`config.mk`:
```
export PLATFORM = sky130hd
export DESIGN_NAME = arm_dp_issue_flat
export DESIGN_NICKNAME = d
export VERILOG_FILES = /design/src/rtl/arm_dp_issue_pkg.sv /design/src/rtl/arm_dp_issue_if.sv /design/src/rtl/arm_shifter.sv /design/src/rtl/arm_dp_issue.sv /design/src/flat_wrapper.sv
export SDC_FILE = /design/constraint.sdc
export NUM_CORES = 1
export LEC_CHECK = 0
export CELL_PAD_IN_SITES_DETAIL_PLACEMENT = 1
export CELL_PAD_IN_SITES_GLOBAL_PLACEMENT = 1
export CORE_MARGIN = 4
export CORE_UTILIZATION = 37
export CTS_CLUSTER_SIZE = 8
export DETAILED_ROUTE_END_ITERATION = 10
export PLACE_DENSITY_LB_ADDON = 0.1
export SYNTH_ARGS = -nofsm -noshare
export SYNTH_HDL_FRONTEND = slang
export SYNTH_SLANG_ARGS = --single-unit
```
`constraint.sdc`:
```
create_clock -name clk -period 4.4 [get_ports clk]
set_input_delay 0.44 -clock clk [delete_from_list [all_inputs] [get_ports clk]]
set_output_delay 0.44 -clock clk [all_outputs]
set_load 0.02 [all_outputs]
```
`src/rtl/arm_dp_issue_pkg.sv`:
```
// Shared definitions for the ARM data-processing issue stage.
// Contents: opcode, condition and shift-type constants, instruction field
// positions, the FSM state type, and small decode helpers (condition check,
// arithmetic-opcode classification).
package arm_defs;

  // Data-processing opcodes (instr[24:21])
  localparam logic [3:0] OP_AND = 4'd0;
  localparam logic [3:0] OP_EOR = 4'd1;
  localparam logic [3:0] OP_SUB = 4'd2;
  localparam logic [3:0] OP_RSB = 4'd3;
  localparam logic [3:0] OP_ADD = 4'd4;
  localparam logic [3:0] OP_ADC = 4'd5;
  localparam logic [3:0] OP_SBC = 4'd6;
  localparam logic [3:0] OP_RSC = 4'd7;
  localparam logic [3:0] OP_TST = 4'd8;
  localparam logic [3:0] OP_TEQ = 4'd9;
  localparam logic [3:0] OP_CMP = 4'd10;
  localparam logic [3:0] OP_CMN = 4'd11;
  localparam logic [3:0] OP_ORR = 4'd12;
  localparam logic [3:0] OP_MOV = 4'd13;
  localparam logic [3:0] OP_BIC = 4'd14;
  localparam logic [3:0] OP_MVN = 4'd15;

  // Condition codes (instr[31:28])
  localparam logic [3:0] COND_EQ = 4'd0;
  localparam logic [3:0] COND_NE = 4'd1;
  localparam logic [3:0] COND_CS = 4'd2;
  localparam logic [3:0] COND_CC = 4'd3;
  localparam logic [3:0] COND_MI = 4'd4;
  localparam logic [3:0] COND_PL = 4'd5;
  localparam logic [3:0] COND_VS = 4'd6;
  localparam logic [3:0] COND_VC = 4'd7;
  localparam logic [3:0] COND_HI = 4'd8;
  localparam logic [3:0] COND_LS = 4'd9;
  localparam logic [3:0] COND_GE = 4'd10;
  localparam logic [3:0] COND_LT = 4'd11;
  localparam logic [3:0] COND_GT = 4'd12;
  localparam logic [3:0] COND_LE = 4'd13;
  localparam logic [3:0] COND_AL = 4'd14;
  localparam logic [3:0] COND_NV = 4'd15;

  // Shift types (instr[6:5])
  localparam logic [1:0] SH_LSL = 2'd0;
  localparam logic [1:0] SH_LSR = 2'd1;
  localparam logic [1:0] SH_ASR = 2'd2;
  localparam logic [1:0] SH_ROR = 2'd3;

  // Instruction field positions
  localparam int COND_LSB  = 28;
  localparam int CLASS_LSB = 26;
  localparam int BIT_I     = 25;
  localparam int OPC_LSB   = 21;
  localparam int BIT_S     = 20;
  localparam int RD_LSB    = 12;
  localparam int RS_LSB    = 8;
  localparam int ROT_LSB   = 8;
  localparam int SHAMT_LSB = 7;
  localparam int BIT_7     = 7;
  localparam int SHTYP_LSB = 5;
  localparam int BIT_4     = 4;

  typedef enum logic {
    IDLE     = 1'b0,
    RS_FETCH = 1'b1
  } state_t;

  function automatic logic cond_pass(input logic [3:0] cond, input logic [3:0] nzcv);
    logic n, z, c, v, pass;
    n = nzcv[3];
    z = nzcv[2];
    c = nzcv[1];
    v = nzcv[0];
    case (cond)
      COND_EQ: pass = z;
      COND_NE: pass = !z;
      COND_CS: pass = c;
      COND_CC: pass = !c;
      COND_MI: pass = n;
      COND_PL: pass = !n;
      COND_VS: pass = v;
      COND_VC: pass = !v;
      COND_HI: pass = c && !z;
      COND_LS: pass = !c || z;
      COND_GE: pass = (n == v);
      COND_LT: pass = (n != v);
      COND_GT: pass = !z && (n == v);
      COND_LE: pass = z || (n != v);
      COND_AL: pass = 1'b1;
      default: pass = 1'b0;
    endcase
    return pass;
  endfunction

  // Opcodes whose C/V come from the adder rather than the shifter
  function automatic logic is_arith_op(input logic [3:0] op);
    return ((op >= OP_SUB) && (op <= OP_RSC)) || (op == OP_CMP) || (op == OP_CMN);
  endfunction

endpackage

```
`src/rtl/arm_dp_issue_if.sv`:
```
// Bundle of the issue stage's handshake, register-file and ALU signals.
// slave  : the issue stage (arm_dp_issue)
// master : the surrounding pipeline / register file / ALU
interface arm_dp_issue_if;
  logic        instr_valid;
  logic        instr_ready;
  logic [31:0] instr;
  logic [31:0] rn_data;
  logic [31:0] rm_data;
  logic [3:0]  rs_addr;
  logic [31:0] rs_data;
  logic [31:0] alu_op1;
  logic [31:0] alu_op2;
  logic [3:0]  alu_op_sel;
  logic        alu_valid;
  logic [31:0] alu_out;
  logic        n_bit;
  logic        z_bit;
  logic        c_bit;
  logic        v_bit;
  logic        wb_valid;
  logic [3:0]  wb_addr;
  logic [31:0] wb_data;
  logic [3:0]  flags_nzcv;

  modport slave (
    input  instr_valid, instr, rn_data, rm_data, rs_data,
           alu_out, n_bit, z_bit, c_bit, v_bit,
    output instr_ready, rs_addr, alu_op1, alu_op2, alu_op_sel, alu_valid,
           wb_valid, wb_addr, wb_data, flags_nzcv
  );

  modport master (
    output instr_valid, instr, rn_data, rm_data, rs_data,
           alu_out, n_bit, z_bit, c_bit, v_bit,
    input  instr_ready, rs_addr, alu_op1, alu_op2, alu_op_sel, alu_valid,
           wb_valid, wb_addr, wb_data, flags_nzcv
  );
endinterface

```
`src/rtl/arm_shifter.sv`:
```
// Combinational ARM barrel shifter producing operand 2 and shifter carry-out.
// Ports:
//   rm         value to shift (imm8 zero-extended for the immediate form)
//   amount     shift amount (Rs[7:0], shamt5, or 2*rot)
//   shift_type LSL/LSR/ASR/ROR
//   imm_form   1 = shift-by-immediate encoding, where amount 0 is special
//   c_in       current (forwarded) C flag
//   op2, sc    shifted operand and shifter carry-out
// The immediate operand form is fed as ROR with imm_form=0: rotation 0 keeps
// C, any other rotation yields op2[31], which is exactly register-ROR.
module arm_shifter
  import arm_defs::*;
(
  input  logic [31:0] rm,
  input  logic [7:0]  amount,
  input  logic [1:0]  shift_type,
  input  logic        imm_form,
  input  logic        c_in,
  output logic [31:0] op2,
  output logic        sc
);

  logic [32:0] lsl_t;
  logic [32:0] lsr_t;
  logic [32:0] asr_t;
  logic [31:0] ror_t;

  always_comb begin
    // extra bit carries the last bit shifted out
    lsl_t = {1'b0, rm} << amount[4:0];
    lsr_t = {rm, 1'b0} >> amount[4:0];
    asr_t = $signed({rm, 1'b0}) >>> amount[4:0];
    ror_t = (rm >> amount[4:0]) | (rm << (6'd32 - {1'b0, amount[4:0]}));

    op2 = rm;
    sc  = c_in;

    if (imm_form && (amount == 8'd0)) begin
      case (shift_type)
        SH_LSL: begin op2 = rm;            sc = c_in;   end
        SH_LSR: begin op2 = 32'd0;         sc = rm[31]; end
        SH_ASR: begin op2 = {32{rm[31]}};  sc = rm[31]; end
        SH_ROR: begin op2 = {c_in, rm[31:1]}; sc = rm[0]; end
      endcase
    end else if (amount != 8'd0) begin
      case (shift_type)
        SH_LSL: begin
          if (amount < 8'd32) begin
            op2 = lsl_t[31:0];
            sc  = lsl_t[32];
          end else begin
            op2 = 32'd0;
            sc  = (amount == 8'd32) ? rm[0] : 1'b0;
          end
        end
        SH_LSR: begin
          if (amount < 8'd32) begin
            op2 = lsr_t[32:1];
            sc  = lsr_t[0];
          end else begin
            op2 = 32'd0;
            sc  = (amount == 8'd32) ? rm[31] : 1'b0;
          end
        end
        SH_ASR: begin
          if (amount < 8'd32) begin
            op2 = asr_t[32:1];
            sc  = asr_t[0];
          end else begin
            op2 = {32{rm[31]}};
            sc  = rm[31];
          end
        end
        SH_ROR: begin
          if (amount[4:0] == 5'd0) begin
            op2 = rm;
            sc  = rm[31];
          end else begin
            op2 = ror_t;
            sc  = ror_t[31];
          end
        end
      endcase
    end
  end

endmodule

```
`src/rtl/arm_dp_issue.sv`:
```
// Issue and flag-commit stage for ARM data-processing instructions.
// Ports:
//   clk, rst_n  clock and asynchronous active-low reset
//   bus         arm_dp_issue_if.slave: instruction handshake with Rn/Rm
//               operands, Rs read port, ALU operand/result signals,
//               write-back strobe and committed NZCV flags
// Register-shift-by-register instructions spend one extra cycle in RS_FETCH
// so that Rs can be read through the registered rs_addr.
//
// state    | meaning
// ---------+----------------------------------------------------------
// IDLE     | ready; non-RSR instructions issue on their handshake edge
// RS_FETCH | RSR instruction held, rs_data sampled, issues this cycle
module arm_dp_issue
  import arm_defs::*;
(
  input  logic clk,
  input  logic rst_n,
  arm_dp_issue_if.slave bus
);

  state_t state_q, state_d;
  logic   instr_ready;

  logic [31:0] hold_instr_q, hold_rn_q, hold_rm_q;
  logic [3:0]  rs_addr_q;

  logic        alu_valid_q, e_s_q, e_sc_q, e_arith_q;
  logic [31:0] op1_q, op2_q;
  logic [3:0]  op_sel_q, e_rd_q;

  logic        wb_valid_q;
  logic [3:0]  wb_addr_q;
  logic [31:0] wb_data_q;
  logic [3:0]  flags_q;

  logic        in_rs_fetch;
  logic [31:0] src_instr, src_rn, src_rm;
  logic [3:0]  dec_cond, dec_op, dec_rd;
  logic        dec_i, dec_s, dec_b4, dec_b7, dec_dp;
  logic        is_nop, is_rsr, hs, issue, pass;
  logic [3:0]  next_nzcv, fwd_nzcv;

  logic [31:0] sh_rm, sh_op2;
  logic [7:0]  sh_amount;
  logic [1:0]  sh_type;
  logic        sh_imm_form, sh_sc;
  logic        unused_bits;

  assign in_rs_fetch = (state_q == RS_FETCH);
  assign src_instr   = in_rs_fetch ? hold_instr_q : bus.instr;
  assign src_rn      = in_rs_fetch ? hold_rn_q    : bus.rn_data;
  assign src_rm      = in_rs_fetch ? hold_rm_q    : bus.rm_data;

  assign dec_cond = src_instr[COND_LSB +: 4];
  assign dec_dp   = (src_instr[CLASS_LSB +: 2] == 2'b00);
  assign dec_i    = src_instr[BIT_I];
  assign dec_op   = src_instr[OPC_LSB +: 4];
  assign dec_s    = src_instr[BIT_S];
  assign dec_rd   = src_instr[RD_LSB +: 4];
  assign dec_b4   = src_instr[BIT_4];
  assign dec_b7   = src_instr[BIT_7];

  // Non-DP space, multiply/extension space, and compare ops without S
  assign is_nop = !dec_dp || (!dec_i && dec_b4 && dec_b7) ||
                  ((dec_op[3:2] == 2'b10) && !dec_s);
  assign is_rsr = !is_nop && !dec_i && dec_b4;

  assign hs    = bus.instr_valid && instr_ready;
  assign issue = in_rs_fetch || (hs && !is_rsr);

  // Flags the instruction in E will commit, forwarded to the issue cycle
  assign next_nzcv = {bus.n_bit, bus.z_bit,
                      e_arith_q ? bus.c_bit : e_sc_q,
                      e_arith_q ? bus.v_bit : flags_q[0]};
  assign fwd_nzcv  = (alu_valid_q && e_s_q) ? next_nzcv : flags_q;

  assign pass = issue && !is_nop && cond_pass(dec_cond, fwd_nzcv);

  always_comb begin
    sh_rm       = src_rm;
    sh_amount   = 8'd0;
    sh_type     = src_instr[SHTYP_LSB +: 2];
    sh_imm_form = 1'b0;
    if (dec_i) begin
      sh_rm     = {24'd0, src_instr[7:0]};
      sh_amount = {3'd0, src_instr[ROT_LSB +: 4], 1'b0};
      sh_type   = SH_ROR;
    end else if (dec_b4) begin
      sh_amount = bus.rs_data[7:0];
    end else begin
      sh_amount   = {3'd0, src_instr[SHAMT_LSB +: 5]};
      sh_imm_form = 1'b1;
    end
  end

  arm_shifter u_shifter (
    .rm         (sh_rm),
    .amount     (sh_amount),
    .shift_type (sh_type),
    .imm_form   (sh_imm_form),
    .c_in       (fwd_nzcv[1]),
    .op2        (sh_op2),
    .sc         (sh_sc)
  );

  always_ff @(posedge clk or negedge rst_n) begin
    if (!rst_n) state_q <= IDLE;
    else        state_q <= state_d;
  end

  always_comb begin
    state_d     = state_q;
    instr_ready = 1'b0;
    case (state_q)
      IDLE: begin
        instr_ready = 1'b1;
        if (bus.instr_valid && is_rsr) state_d = RS_FETCH;
      end
      RS_FETCH: state_d = IDLE;
      default:  state_d = IDLE;
    endcase
  end

  always_ff @(posedge clk or negedge rst_n) begin
    if (!rst_n) begin
      hold_instr_q <= '0;
      hold_rn_q    <= '0;
      hold_rm_q    <= '0;
      rs_addr_q    <= '0;
    end else if (hs && is_rsr) begin
      hold_instr_q <= bus.instr;
      hold_rn_q    <= bus.rn_data;
      hold_rm_q    <= bus.rm_data;
      rs_addr_q    <= bus.instr[RS_LSB +: 4];
    end
  end

  // E stage: a failed condition or a NOP leaves a bubble
  always_ff @(posedge clk or negedge rst_n) begin
    if (!rst_n) begin
      alu_valid_q <= 1'b0;
      op1_q       <= '0;
      op2_q       <= '0;
      op_sel_q    <= '0;
      e_s_q       <= 1'b0;
      e_rd_q      <= '0;
      e_sc_q      <= 1'b0;
      e_arith_q   <= 1'b0;
    end else begin
      alu_valid_q <= pass;
      if (pass) begin
        op1_q     <= src_rn;
        op2_q     <= sh_op2;
        op_sel_q  <= dec_op;
        e_s_q     <= dec_s;
        e_rd_q    <= dec_rd;
        e_sc_q    <= sh_sc;
        e_arith_q <= is_arith_op(dec_op);
      end
    end
  end

  // Write-back and flag commit; TST/TEQ/CMP/CMN only touch flags
  always_ff @(posedge clk or negedge rst_n) begin
    if (!rst_n) begin
      wb_valid_q <= 1'b0;
      wb_addr_q  <= '0;
      wb_data_q  <= '0;
      flags_q    <= '0;
    end else begin
      wb_valid_q <= alu_valid_q && (op_sel_q[3:2] != 2'b10);
      if (alu_valid_q && (op_sel_q[3:2] != 2'b10)) begin
        wb_addr_q <= e_rd_q;
        wb_data_q <= bus.alu_out;
      end
      if (alu_valid_q && e_s_q) flags_q <= next_nzcv;
    end
  end

  assign bus.instr_ready = instr_ready;
  assign bus.rs_addr     = rs_addr_q;
  assign bus.alu_op1     = op1_q;
  assign bus.alu_op2     = op2_q;
  assign bus.alu_op_sel  = op_sel_q;
  assign bus.alu_valid   = alu_valid_q;
  assign bus.wb_valid    = wb_valid_q;
  assign bus.wb_addr     = wb_addr_q;
  assign bus.wb_data     = wb_data_q;
  assign bus.flags_nzcv  = flags_q;

  // Rn/Rm fields arrive as data; only Rs[7:0] feeds the shifter
  assign unused_bits = ^{src_instr[19:16], src_instr[3:0], bus.rs_data[31:8]};

endmodule

```
`src/flat_wrapper.sv`:
```
// flat-port wrapper written by rule: the top's interface ports become plain ports
module arm_dp_issue_flat import arm_defs::*;
  (clk, rst_n, bus_instr_valid, bus_instr, bus_rn_data, bus_rm_data, bus_rs_data, bus_alu_out, bus_n_bit, bus_z_bit, bus_c_bit, bus_v_bit, bus_instr_ready, bus_rs_addr, bus_alu_op1, bus_alu_op2, bus_alu_op_sel, bus_alu_valid, bus_wb_valid, bus_wb_addr, bus_wb_data, bus_flags_nzcv);
  arm_dp_issue_if bus_i ();
  input  logic clk;
  input  logic rst_n;
  input wire logic [$bits(bus_i.instr_valid)-1:0] bus_instr_valid;
  input wire logic [$bits(bus_i.instr)-1:0] bus_instr;
  input wire logic [$bits(bus_i.rn_data)-1:0] bus_rn_data;
  input wire logic [$bits(bus_i.rm_data)-1:0] bus_rm_data;
  input wire logic [$bits(bus_i.rs_data)-1:0] bus_rs_data;
  input wire logic [$bits(bus_i.alu_out)-1:0] bus_alu_out;
  input wire logic [$bits(bus_i.n_bit)-1:0] bus_n_bit;
  input wire logic [$bits(bus_i.z_bit)-1:0] bus_z_bit;
  input wire logic [$bits(bus_i.c_bit)-1:0] bus_c_bit;
  input wire logic [$bits(bus_i.v_bit)-1:0] bus_v_bit;
  output wire logic [$bits(bus_i.instr_ready)-1:0] bus_instr_ready;
  output wire logic [$bits(bus_i.rs_addr)-1:0] bus_rs_addr;
  output wire logic [$bits(bus_i.alu_op1)-1:0] bus_alu_op1;
  output wire logic [$bits(bus_i.alu_op2)-1:0] bus_alu_op2;
  output wire logic [$bits(bus_i.alu_op_sel)-1:0] bus_alu_op_sel;
  output wire logic [$bits(bus_i.alu_valid)-1:0] bus_alu_valid;
  output wire logic [$bits(bus_i.wb_valid)-1:0] bus_wb_valid;
  output wire logic [$bits(bus_i.wb_addr)-1:0] bus_wb_addr;
  output wire logic [$bits(bus_i.wb_data)-1:0] bus_wb_data;
  output wire logic [$bits(bus_i.flags_nzcv)-1:0] bus_flags_nzcv;
  assign bus_i.instr_valid = bus_instr_valid;
  assign bus_i.instr = bus_instr;
  assign bus_i.rn_data = bus_rn_data;
  assign bus_i.rm_data = bus_rm_data;
  assign bus_i.rs_data = bus_rs_data;
  assign bus_i.alu_out = bus_alu_out;
  assign bus_i.n_bit = bus_n_bit;
  assign bus_i.z_bit = bus_z_bit;
  assign bus_i.c_bit = bus_c_bit;
  assign bus_i.v_bit = bus_v_bit;
  assign bus_instr_ready = bus_i.instr_ready;
  assign bus_rs_addr = bus_i.rs_addr;
  assign bus_alu_op1 = bus_i.alu_op1;
  assign bus_alu_op2 = bus_i.alu_op2;
  assign bus_alu_op_sel = bus_i.alu_op_sel;
  assign bus_alu_valid = bus_i.alu_valid;
  assign bus_wb_valid = bus_i.wb_valid;
  assign bus_wb_addr = bus_i.wb_addr;
  assign bus_wb_data = bus_i.wb_data;
  assign bus_flags_nzcv = bus_i.flags_nzcv;
  arm_dp_issue u_core (.clk(clk), .rst_n(rst_n), .bus(bus_i));
endmodule
```
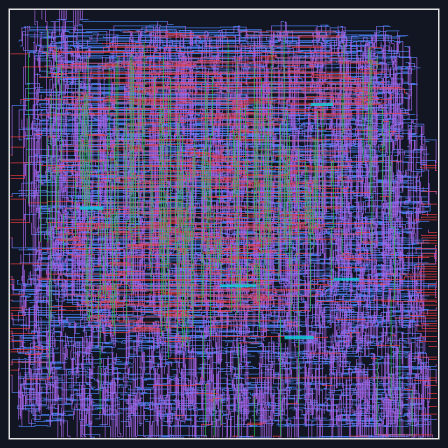
Fig. 1. Metal layers overlaid (run 1).
M3: drawn in red, wire length 12900 um. M4: drawn in green, wire length 7710 um. M5: drawn in cyan, wire length 64.4 um. M2: drawn in purple, wire length 47.1 mm. M1: drawn in blue, wire length 42.3 mm.

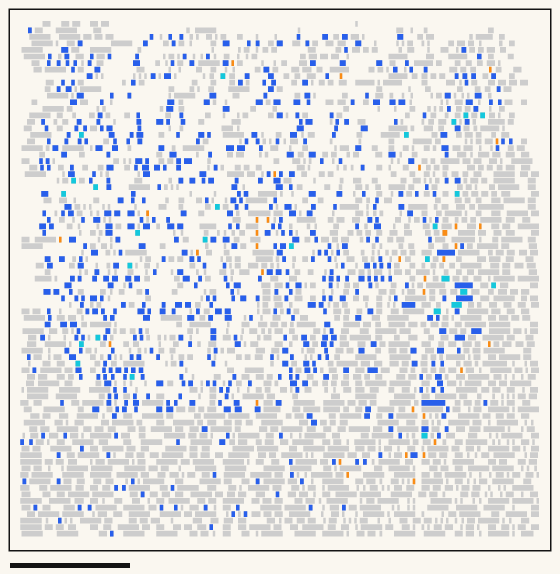
Fig. 2. Selected gate families (run 1).
Bar = 50 um.
aoi and oai cells: drawn in blue, cells 624, where widely spread. inv cells: drawn in orange, cells 34. and/or cells: drawn in cyan, cells 27.

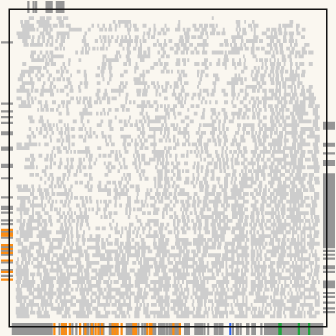
Fig. 3. Pin map (run 1).
Pins as bars across the die edge, other pins in grey.
`bus_flags_nzcv`: drawn in green, pins 4, direction output, edge bottom. `bus_alu_op1`: drawn in orange, pins 32, direction output, edge 23 bottom, 9 left. `bus_v_bit`: drawn in blue, pins 1, direction input, edge bottom.
All pins by edge: 169 bottom, 64 right, 35 left, 14 top.
Die Wd: 225 um
vertical die size: 225 um
port bufs: 253

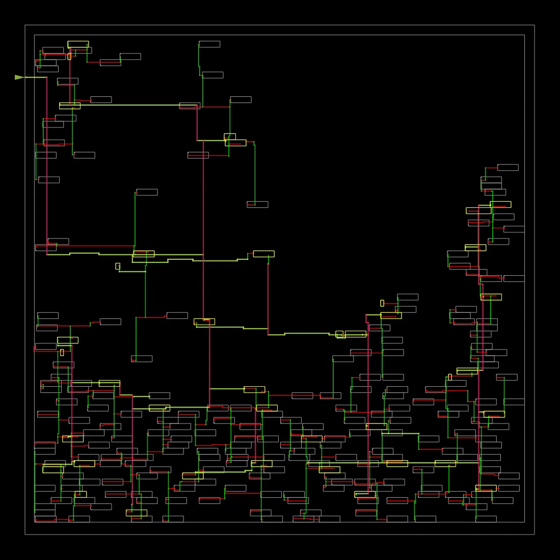
Fig. 4. Clock nets (run 1).
number of buffers created by CTS: 31
CTS Sinks: 210

==> ci_impl_report.md <==
## Synthesis and layout report

| Metric | Value |
|---|---|
| Status | complete, no violations |
| DR WL/cell | 34.3 um |
| Max layer used | met5 |
| Critical path startpoint | u_core.in_rs_fetch |
| Total setup buffers inserted after CTS | 0 |
| Placed cell count | 3158 |
| Sequential Power Share | 0.295 |
| Static leakage | 10.1 nW |
| Maxcap violations | 0 |
| DRT Wirelength | 110000 um |
| Yosys top cell by area | dfrtp_1 |
| Site Rows | 79 |
| Simple-gate share of the synthesized area | 0.156 |
| Most instantiated cells after synthesis | nand2_1, dfrtp_1, mux2i_1, a21oi_1, o21ai_0 |
| Post-route DRC | 0 |
| I/O Pins | 282 |
| Vias per std cell | 6.62 |
| Relative slew slack | 0.232 |
| Detail Route Antenna Nets | 0 |
| Iteration-0 DRC Markers | 2874 |
| Worst IR drop on VDD | 0.414 mV |
| Via count of the first global-routing pass | 21700 |
| Main area contributors | dfrtp_1, mux2i_1, nand2_1 |
| Ys flop type | dfrtp_1 |
| WL met1 | 42300 um |
| CTS clk-pin slew, worst paths | 0.05 ns |
| Worst setup SP type | register |
| Global-route wire length before repair | 157000 um |
| Netlist cell types | 96 |
| Yosys warnings | 0 |
| DP Area | 0.0230 sq mm |
| Final slew viol count | 0 |
| CP peak stage delay | 0.69 ns |
| Gpl congestion | 1.13 |
| Period utilisation layout | 0.988 |
| Reg2Reg Capture Point | u_core.bus.alu_op2[20] |
| Clk_skew | 0.0622 ns |
| Final core occ | 0.513 |
| PD cells | 448 mW/mm^2 |
| Largest net degree at the start of global routing | 99 |
| Worst path required time | 4.92 ns |
| Fraction of power consumed by combinational cells | 0.494 |
| Layout cells sized above 1 | 0.229 |
| Mean post-synth cell area | 8.31 sq um |
| CP cell instances | nor2b_4 -> buf_4 -> a22o_1 -> mux2i_1 -> buf_4 -> buf_4 -> mux4_2 -> nor2_1 -> nor3_1 -> buf_4 -> nor3_1 -> o31ai_1 -> buf_4 -> a2bb2oi_1 |
| WP buf/inv | 5 |
| CP dominant cell by count | buf_4 |
| RSZ-0062 raised after global routing | no |
| Met3 routed WL | 12900 um |
| CP Depth | 14 |
| FF+latch count, synth | 210 |
| XOR Share, Synth | 0.00346 |
| Register area share after synthesis | 0.302 |
| Mux frac, synth | 0.208 |
| Routed wl met2 | 47100 um |
| CP arrival | 4.87 ns |
| Yosys adder share | 0.00504 |
| Critical path peak fanout | 28 |
| WHS Endpoint | u_core.bus.wb_data[13] |
| Fin nets | 2759 |
| GR Util All Layers | 0.422 |
| Post-synth EDFFs | 0 |
| Final setup fails | 0 |
| Clk root buf | clkbuf_16 |
| Yosys Chip Area | 0.0174 sq mm |
| Final hold vios | 0 |
| CTS H-tree depth | 1 |
| Critical Path End Type | register |
| P_sw | 4.49 mW |
| Placed wire-length estimate | 85000 um |
| R2R Setup Slk | 0.05 ns |
| Crit path max-delay family | simple AND/OR/NAND/NOR gates |
| Internal power | 6.20 mW |
| CTS tree | done |
| Fmax | 230 MHz |
| Hold Path Stages | 3 |
| Setup Crit Path Kind | register to register |
| CTS Buffer Depth | 3 |
| Design Area, Final | 0.0239 sq mm |
| Placeable core area | 0.0465 sq mm |
| Initial antenna violation count | 6 |
| Pre-CTS setup slack | -0.0648 ns |
| OpenROAD warning count | 57 |
| Fin crit period | 4.35 ns |
| Async S/R FF share, synth | 1.00 |
| Latest clock arrival within the worst-skew pair | 0.61 ns |
| Vias | 21200 |
| Setup ws final | 0.0519 ns |
| Synth top area share | 0.302 |
| R2r worst-path depth | 14 |
| Cells after Synth | 2092 |
| Total power | 10.7 mW |
| Post-Route Setup TNS | 0 ns |
| Synthesized net count | 2266 |
| Sw frac | 0.420 |
| End point of the critical path | u_core.bus.alu_op2[20] |
| HP Start | bus_alu_out[13] |
| Layout Cells excl Fill | 3202 |
| Aoi share | 0.266 |
| Post-synthesis cell area | 0.0174 sq mm |
| Pin slew with the least headroom to its limit | 1.14 ns |
| Syn-to-layout area delta | 37.3% |
| CP max stage cell | nor2b_4 |
| Gr ovfl total | 0 |
| Worst reg2reg path startpoint | u_core.in_rs_fetch |
| Yosys cell count | 2092 |
| Die Size | 0.0505 sq mm |
| Count leader, synth | nand2_1 |
| DRT Pass-1 Iters | 5 |
| WHS | 0.422 ns |
| Main logic family | AND-OR/OR-AND gates |
| Init Core Util | 0.374 |
| Hold Crit Class | primary input to register |
| Clock share of power | 0.211 |
[run 1: state kept, by name, summed over array words and instances, names as in the netlist, 3 cells and up]
name / flops
u_core.bus.alu_op1: 32
u_core.bus.alu_op2: 32
u_core.bus.wb_data: 32
u_core.hold_rm_q: 32
u_core.hold_rn_q: 32
u_core.hold_instr_q: 25
u_core.bus.alu_op_sel: 4
u_core.bus.flags_nzcv: 4
u_core.bus.wb_addr: 4
u_core.e_rd_q: 4
u_core.bus.rs_addr: 3
[run 1: timing repair]
item,4_1_cts,5_1_grt
endpoints found under the hold margin,95,0
resized,0,3
hold buffers,1,0
endpoints found under the setup margin,0,5
[run 1: area by class of cell]
type | instances | area [sq um]
antenna | 3 | 7.51
clock buffer | 37 | 818
clock inverter | 3 | 43.8
fill | 5441 | 22600
inverter | 34 | 130
multi-input combinational | 1668 | 11200
sequential | 210 | 5260
tap | 607 | 759
timing repair buffer | 640 | 5650
[run 1: layout by cell type, fill, tap and decap left out, types with 16 or more instances in the layout]
master           instances
buf_4                  369
clkbuf_16               31
a21oi_1                198
mux2_2                 102
nand2_1                311
a211oi_1                43
a22oi_1                 29
mux2i_1                198
o211ai_1                30
o221ai_1                17
buf_12                  16
dfrtp_1                209
nor2_1                 143
inv_1                   26
o22ai_1                 30
a31oi_1                 30
mux4_2                  18
o21ai_0                147
a221oi_1                18
a22o_1                  23
nor3_1                  58
clkdlybuf4s50_1        252
nand3_1                 42
[run 1: power groups by stage]
stage	combinational, mW	sequential [mW]	clock (mW)
CTS	5.17	3.14	2.28
floorplan	1.85	3.55	0
detailed placement	5.11	3.15	0
global placement	4.97	3.08	0
finish	5.28	3.15	2.26
global route	5.50	3.23	2.37
[run 1: metal layers]
layer  track usage  up-vias
met5             0        -
met4         0.230       10
met3         0.138      383
met2         0.638     1456
li1              -     8775
met1         0.535    10600
Power and IR drop assume default switching activity.
